Figure 1. Register map, names as in the netlist.
Bar = 20 microns.
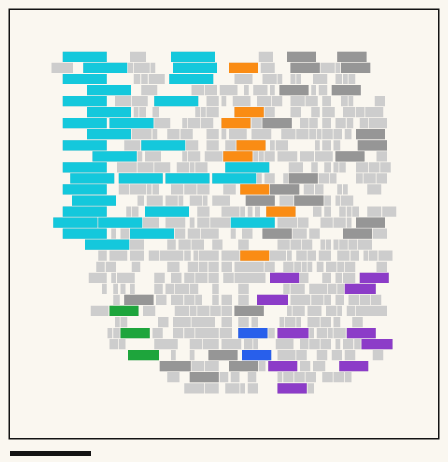
Figure 2. Local utilization.
Bar = 20 microns. The die is cut into 11 by 11 equal tiles; white is low, dark blue is high, 0 to 100% covered.
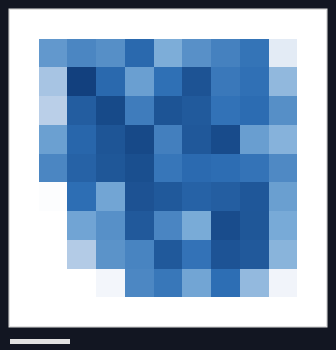
Figure 3. Supply network.
Bar = 20 microns. Pins as bars on the die edge. Tap cells in gray.
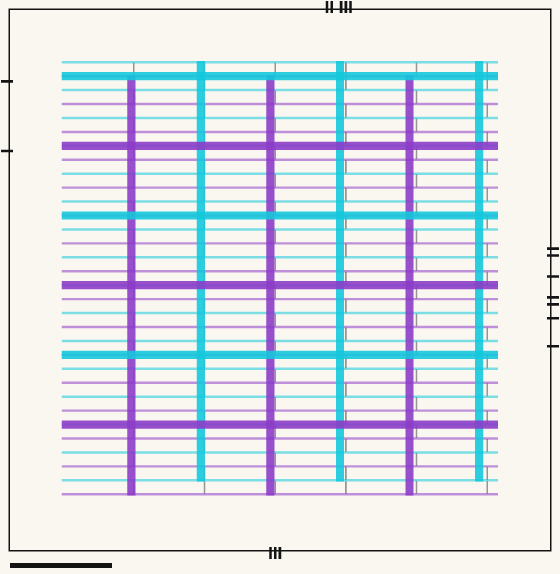
Figure 4. Placed standard cells.
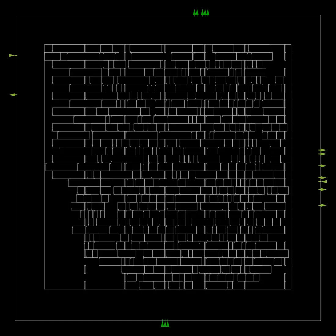
Figure 5. I/O nets highlighted.
Bar = 20 microns.
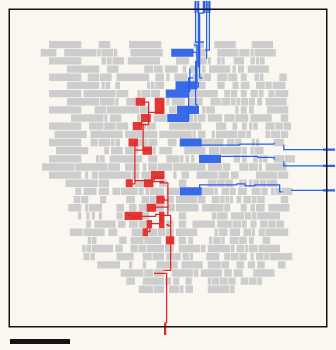
[config.mk]
export PLATFORM = sky130hd
export DESIGN_NAME = isp_uart_rx
export DESIGN_NICKNAME = d
export VERILOG_FILES = /design/src/rtl/isp_uart_pkg.sv /design/src/rtl/isp_rx_fifo.sv /design/src/rtl/isp_uart_rx.sv
export SDC_FILE = /design/constraint.sdc
export NUM_CORES = 1
export LEC_CHECK = 0
export CAP_MARGIN = 20
export CORE_MARGIN = 10
export CORE_UTILIZATION = 54
export CTS_CLUSTER_SIZE = 16
export DETAILED_ROUTE_END_ITERATION = 7
export PLACE_DENSITY_LB_ADDON = 0.25
export SYNTH_ARGS = -nofsm -noshare
export SYNTH_HDL_FRONTEND = slang
export SYNTH_SLANG_ARGS = --single-unit
[constraint.sdc]
create_clock -name CLK -period 2.25 [get_ports CLK]
set_clock_uncertainty 0.2 [all_clocks]
set_input_delay 0.45 -clock CLK [delete_from_list [all_inputs] [get_ports CLK]]
set_output_delay 0.45 -clock CLK [all_outputs]
set_load 0.05 [all_outputs]
[src/rtl/isp_uart_pkg.sv]
// Shared types and constants for the fabric-side ISP UART path.
package isp_uart_pkg;

  typedef enum logic [2:0] {
    WAIT_IDLE,
    IDLE,
    START,
    DATA,
    STOP
  } rx_state_t;

  localparam int unsigned BIT_CLKS_DEFAULT   = 868;
  localparam int unsigned FIFO_DEPTH_DEFAULT = 4;
  localparam int unsigned DATA_BITS          = 8;
  localparam int unsigned STOP_BITS          = 1;

  function automatic logic maj3(input logic [2:0] v);
    return (v[0] & v[1]) | (v[0] & v[2]) | (v[1] & v[2]);
  endfunction

endpackage

[src/rtl/isp_rx_fifo.sv]
// Synchronous show-ahead FIFO; head entry is held in an output register.
module isp_rx_fifo
  import isp_uart_pkg::*;
#(
  parameter int unsigned DEPTH = FIFO_DEPTH_DEFAULT,
  parameter int unsigned WIDTH = DATA_BITS
) (
  input  logic             clk_i,
  input  logic             rst_ni,
  input  logic             push_i,
  input  logic [WIDTH-1:0] wdata_i,
  input  logic             pop_i,
  output logic [WIDTH-1:0] rdata_o,
  output logic             full_o,
  output logic             empty_o
);

  localparam int unsigned AW = $clog2(DEPTH);

  logic [AW:0]      wptr_q, wptr_d, rptr_q, rptr_d;
  logic [WIDTH-1:0] mem_q [DEPTH];
  logic [WIDTH-1:0] dout_q, dout_d;
  logic             push_ok, pop_ok;

  assign empty_o = (wptr_q == rptr_q);
  assign full_o  = (wptr_q[AW] != rptr_q[AW]) && (wptr_q[AW-1:0] == rptr_q[AW-1:0]);
  assign pop_ok  = pop_i && !empty_o;
  assign push_ok = push_i && (!full_o || pop_ok);
  assign rdata_o = dout_q;

  // Output register tracks the post-edge head, bypassing the write when it lands there.
  always_comb begin
    wptr_d = push_ok ? wptr_q + 1'b1 : wptr_q;
    rptr_d = pop_ok  ? rptr_q + 1'b1 : rptr_q;
    if (push_ok && (wptr_q[AW-1:0] == rptr_d[AW-1:0])) begin
      dout_d = wdata_i;
    end else begin
      dout_d = mem_q[rptr_d[AW-1:0]];
    end
  end

  always_ff @(posedge clk_i) begin
    if (!rst_ni) begin
      wptr_q <= '0;
      rptr_q <= '0;
      dout_q <= '0;
    end else begin
      wptr_q <= wptr_d;
      rptr_q <= rptr_d;
      dout_q <= dout_d;
    end
  end

  always_ff @(posedge clk_i) begin
    if (push_ok) begin
      mem_q[wptr_q[AW-1:0]] <= wdata_i;
    end
  end

endmodule

[src/rtl/isp_uart_rx.sv]
// 8N1 receiver for the MSS MMUART_1 TXD line with majority filtering,
// show-ahead byte FIFO, framing-error pulse and sticky overrun.
module isp_uart_rx
  import isp_uart_pkg::*;
#(
  parameter int unsigned BIT_CLKS   = BIT_CLKS_DEFAULT,
  parameter int unsigned FIFO_DEPTH = FIFO_DEPTH_DEFAULT
) (
  input  logic                 CLK,
  input  logic                 RESETn,
  input  logic                 RXD,
  output logic [DATA_BITS-1:0] RX_DATA,
  output logic                 RX_VALID,
  input  logic                 RX_READY,
  output logic                 FRAME_ERR,
  output logic                 OVERRUN,
  input  logic                 CLR_ERR,
  output logic                 BUSY
);

  localparam int unsigned CW = $clog2(BIT_CLKS);
  localparam int unsigned IW = $clog2(DATA_BITS);
  localparam logic [CW-1:0] BIT_M1  = CW'(BIT_CLKS - 1);
  localparam logic [CW-1:0] HALF_M1 = CW'(BIT_CLKS / 2 - 1);
  localparam logic [IW-1:0] LAST    = IW'(DATA_BITS - 1);

  logic                 sync1_q, sync2_q, maj_q, maj_prev_q;
  logic [1:0]           hist_q;
  rx_state_t            state_q, state_d;
  logic [CW-1:0]        cnt_q, cnt_d;
  logic [IW-1:0]        idx_q, idx_d;
  logic [DATA_BITS-1:0] data_q, data_d;
  logic                 frame_err_q, frame_err_d;
  logic                 overrun_q, overrun_d;
  logic                 push, fifo_full, fifo_empty, expired;

  assign expired = (cnt_q == '0);

  always_comb begin
    state_d     = state_q;
    cnt_d       = cnt_q;
    idx_d       = idx_q;
    data_d      = data_q;
    push        = 1'b0;
    frame_err_d = 1'b0;
    case (state_q)
      // Counter doubles as the consecutive-high run length before idle is trusted.
      WAIT_IDLE: begin
        if (!maj_q)       cnt_d   = BIT_M1;
        else if (expired) state_d = IDLE;
        else              cnt_d   = cnt_q - CW'(1);
      end
      IDLE: begin
        if (maj_prev_q && !maj_q) begin
          cnt_d   = HALF_M1;
          state_d = START;
        end
      end
      START: begin
        if (!expired) begin
          cnt_d = cnt_q - CW'(1);
        end else if (maj_q) begin
          state_d = IDLE;
        end else begin
          cnt_d   = BIT_M1;
          idx_d   = '0;
          state_d = DATA;
        end
      end
      DATA: begin
        if (!expired) begin
          cnt_d = cnt_q - CW'(1);
        end else begin
          data_d[idx_q] = maj_q;
          cnt_d         = BIT_M1;
          idx_d         = idx_q + IW'(1);
          if (idx_q == LAST) state_d = STOP;
        end
      end
      STOP: begin
        if (!expired) begin
          cnt_d = cnt_q - CW'(1);
        end else if (maj_q) begin
          push    = 1'b1;
          state_d = IDLE;
        end else begin
          frame_err_d = 1'b1;
          cnt_d       = BIT_M1;
          state_d     = WAIT_IDLE;
        end
      end
      default: state_d = WAIT_IDLE;
    endcase

    // A simultaneous pop makes room, so only a genuinely blocked push is an overrun.
    if (push && fifo_full && !(RX_READY && !fifo_empty)) overrun_d = 1'b1;
    else if (CLR_ERR)                                    overrun_d = 1'b0;
    else                                                 overrun_d = overrun_q;
  end

  always_ff @(posedge CLK) begin
    if (!RESETn) begin
      sync1_q     <= 1'b1;
      sync2_q     <= 1'b1;
      hist_q      <= '1;
      maj_q       <= 1'b1;
      maj_prev_q  <= 1'b1;
      state_q     <= WAIT_IDLE;
      cnt_q       <= BIT_M1;
      idx_q       <= '0;
      data_q      <= '0;
      frame_err_q <= 1'b0;
      overrun_q   <= 1'b0;
    end else begin
      sync1_q     <= RXD;
      sync2_q     <= sync1_q;
      hist_q      <= {hist_q[0], sync2_q};
      maj_q       <= maj3({sync2_q, hist_q});
      maj_prev_q  <= maj_q;
      state_q     <= state_d;
      cnt_q       <= cnt_d;
      idx_q       <= idx_d;
      data_q      <= data_d;
      frame_err_q <= frame_err_d;
      overrun_q   <= overrun_d;
    end
  end

  isp_rx_fifo #(
    .DEPTH (FIFO_DEPTH),
    .WIDTH (DATA_BITS)
  ) u_fifo (
    .clk_i   (CLK),
    .rst_ni  (RESETn),
    .push_i  (push),
    .wdata_i (data_d),
    .pop_i   (RX_READY),
    .rdata_o (RX_DATA),
    .full_o  (fifo_full),
    .empty_o (fifo_empty)
  );

  assign RX_VALID  = !fifo_empty;
  assign FRAME_ERR = frame_err_q;
  assign OVERRUN   = overrun_q;
  assign BUSY      = !(state_q inside {IDLE, WAIT_IDLE});

endmodule

==> flow_metrics.env <==
# yosys + openroad results
export IMPL_outcome="finished, final reports clean"
export IMPL_edf_count=32
export IMPL_inverters_excl_clock=34
export IMPL_seqCellArea_sq_um=1890
export IMPL_arrival_ps=2330
export IMPL_ys_ff=78
export IMPL_warning_count=32
export IMPL_finalHoldViolCount=0
export IMPL_core_util_floorplan=0.549
export IMPL_crit_chain="nor4_4 > and4b_1 > and4_4 > or4b_4 > o22ai_2"
export IMPL_layout_drive_gt1_share=0.265
export IMPL_clockRootBuffer="clkbuf_8"
export IMPL_synth_nets=400
export IMPL_cp_slowest_stage_delay_ps=570
export IMPL_clock_cell_area_share=0.0395
export IMPL_port_buffers=16
export IMPL_flop_cell="dfxtp_1"
export IMPL_layout_nonclk_buf_frac=0.121
export IMPL_finalSetupViolCount=0
export IMPL_setup_tns_ps=0
export IMPL_mux_area_frac=0.0305
export IMPL_ys_chip_area_sq_um=3940
export IMPL_ctsLongestPathBuffers=2
export IMPL_antenna_found_initial=0
export IMPL_topCellsByArea="edfxtp_1 24%, dfxtp_1 23%, o221a_2 4.0%"
export IMPL_multi_input_comb_cells=247
export IMPL_relSlewSlack=0.657
export IMPL_logic_family="AND-OR/OR-AND gates"
export IMPL_critical_path_depth=5
export IMPL_power_mw=2.60
export IMPL_reg2reg_to="u_fifo.rdata_o[7]"
export IMPL_use_met2=0.280
export IMPL_ff2ff_setup_slack_ps=7
export IMPL_cts_sinks=78
export IMPL_slew_violations=0
export IMPL_grt_pass1_wl_microns=15500
export IMPL_num_vias=3259
export IMPL_min_period_ps=2240
export IMPL_wl_per_cell_microns=17.3
export IMPL_worst_path_buf_inv=0
export IMPL_crit_type="reg -> reg"
export IMPL_num_antenna_cells=0
export IMPL_fmax_ghz=0.446
export IMPL_worstPathRequired_ps=2330
export IMPL_place_hpwl_microns=6740
export IMPL_routabilityCongestion=0.890
export IMPL_simple_gate_area_frac=0.179
export IMPL_viasPerCell=5.99
export IMPL_hold_end="sync2_q"
export IMPL_top_area_cell="edfxtp_1"
export IMPL_area_growth_pct=21.6
export IMPL_drt_iter0_drc=216
export IMPL_die_area_sq_um=11100
export IMPL_rr_worst_depth=5
export IMPL_power_leakage_nw=1.86
export IMPL_detail_route_antenna_nets=0
export IMPL_min_path_type="reg -> reg"
export IMPL_fin_ws_ps=7.28
export IMPL_cp_end_kind="flop"
About Figure 1:
netlist name	color	flops
`u_fifo.rdata_o`	orange	8
`u_fifo.wptr_q`	green	3
`hist_q`	blue	2
`cnt_q`	purple	10
`u_fifo.mem_q`	cyan	32
flop share of the area: 0.395
Seq. pwr: 1.48 mW
Layout Utilization: 0.667

About Figure 2:
tiles over 75% full	26%
densest ninth of the die	center
fullest tile	93%

About Figure 3:
net	color
VSS	purple
VDD	cyan
met1 rails	32
met4 straps	6
rows	31
met5 straps	6
Die W: 105 microns
peak supply drop: 0.414 mV
die height: 105 microns
Core Area: 7180 sq um

About Figure 4:
Seq cells: 78
Tapcells: 99
# rows: 31
Final Non-Filler Cells: 544
fillers: 558

About Figure 5:
port	color	direction	edge	end cells	buffers	wire
`RX_DATA`	blue	output	5 top, 3 right	8	8	263 microns
`RX_READY`	red	input	bottom	19	3	155 microns

-- flip-flops by register name, indices dropped and copies added, names as in the netlist --
signal / cells
data_q: 8
u_fifo.rdata_o: 8
u_fifo.mem_q: 32
maj_q: 1
OVERRUN: 1
hist_q: 2
idx_q: 3
cnt_q: 10
u_fifo.wptr_q: 3
sync1_q: 1
maj_prev_q: 1
sync2_q: 1
FRAME_ERR: 1
u_fifo.rptr_q: 3
state_q: 3
-- layer usage --
metal	wire length (microns)	share of wire
met1	4070	0.43
met2	4680	0.50
met3	428	0.046
met4	210	0.022
met5	0	0
-- power breakdown --
group / switching [mW] / leakage (nW) / total (mW) / internal, mW
logic: 0.0640 / 1.10 / 0.116 / 0.0516
registers: 0.00985 / 0.670 / 1.48 / 1.47
clock network: 0.579 / 0.0856 / 0.999 / 0.421
No activity file was given, so power comes from the tool's default toggle rates.
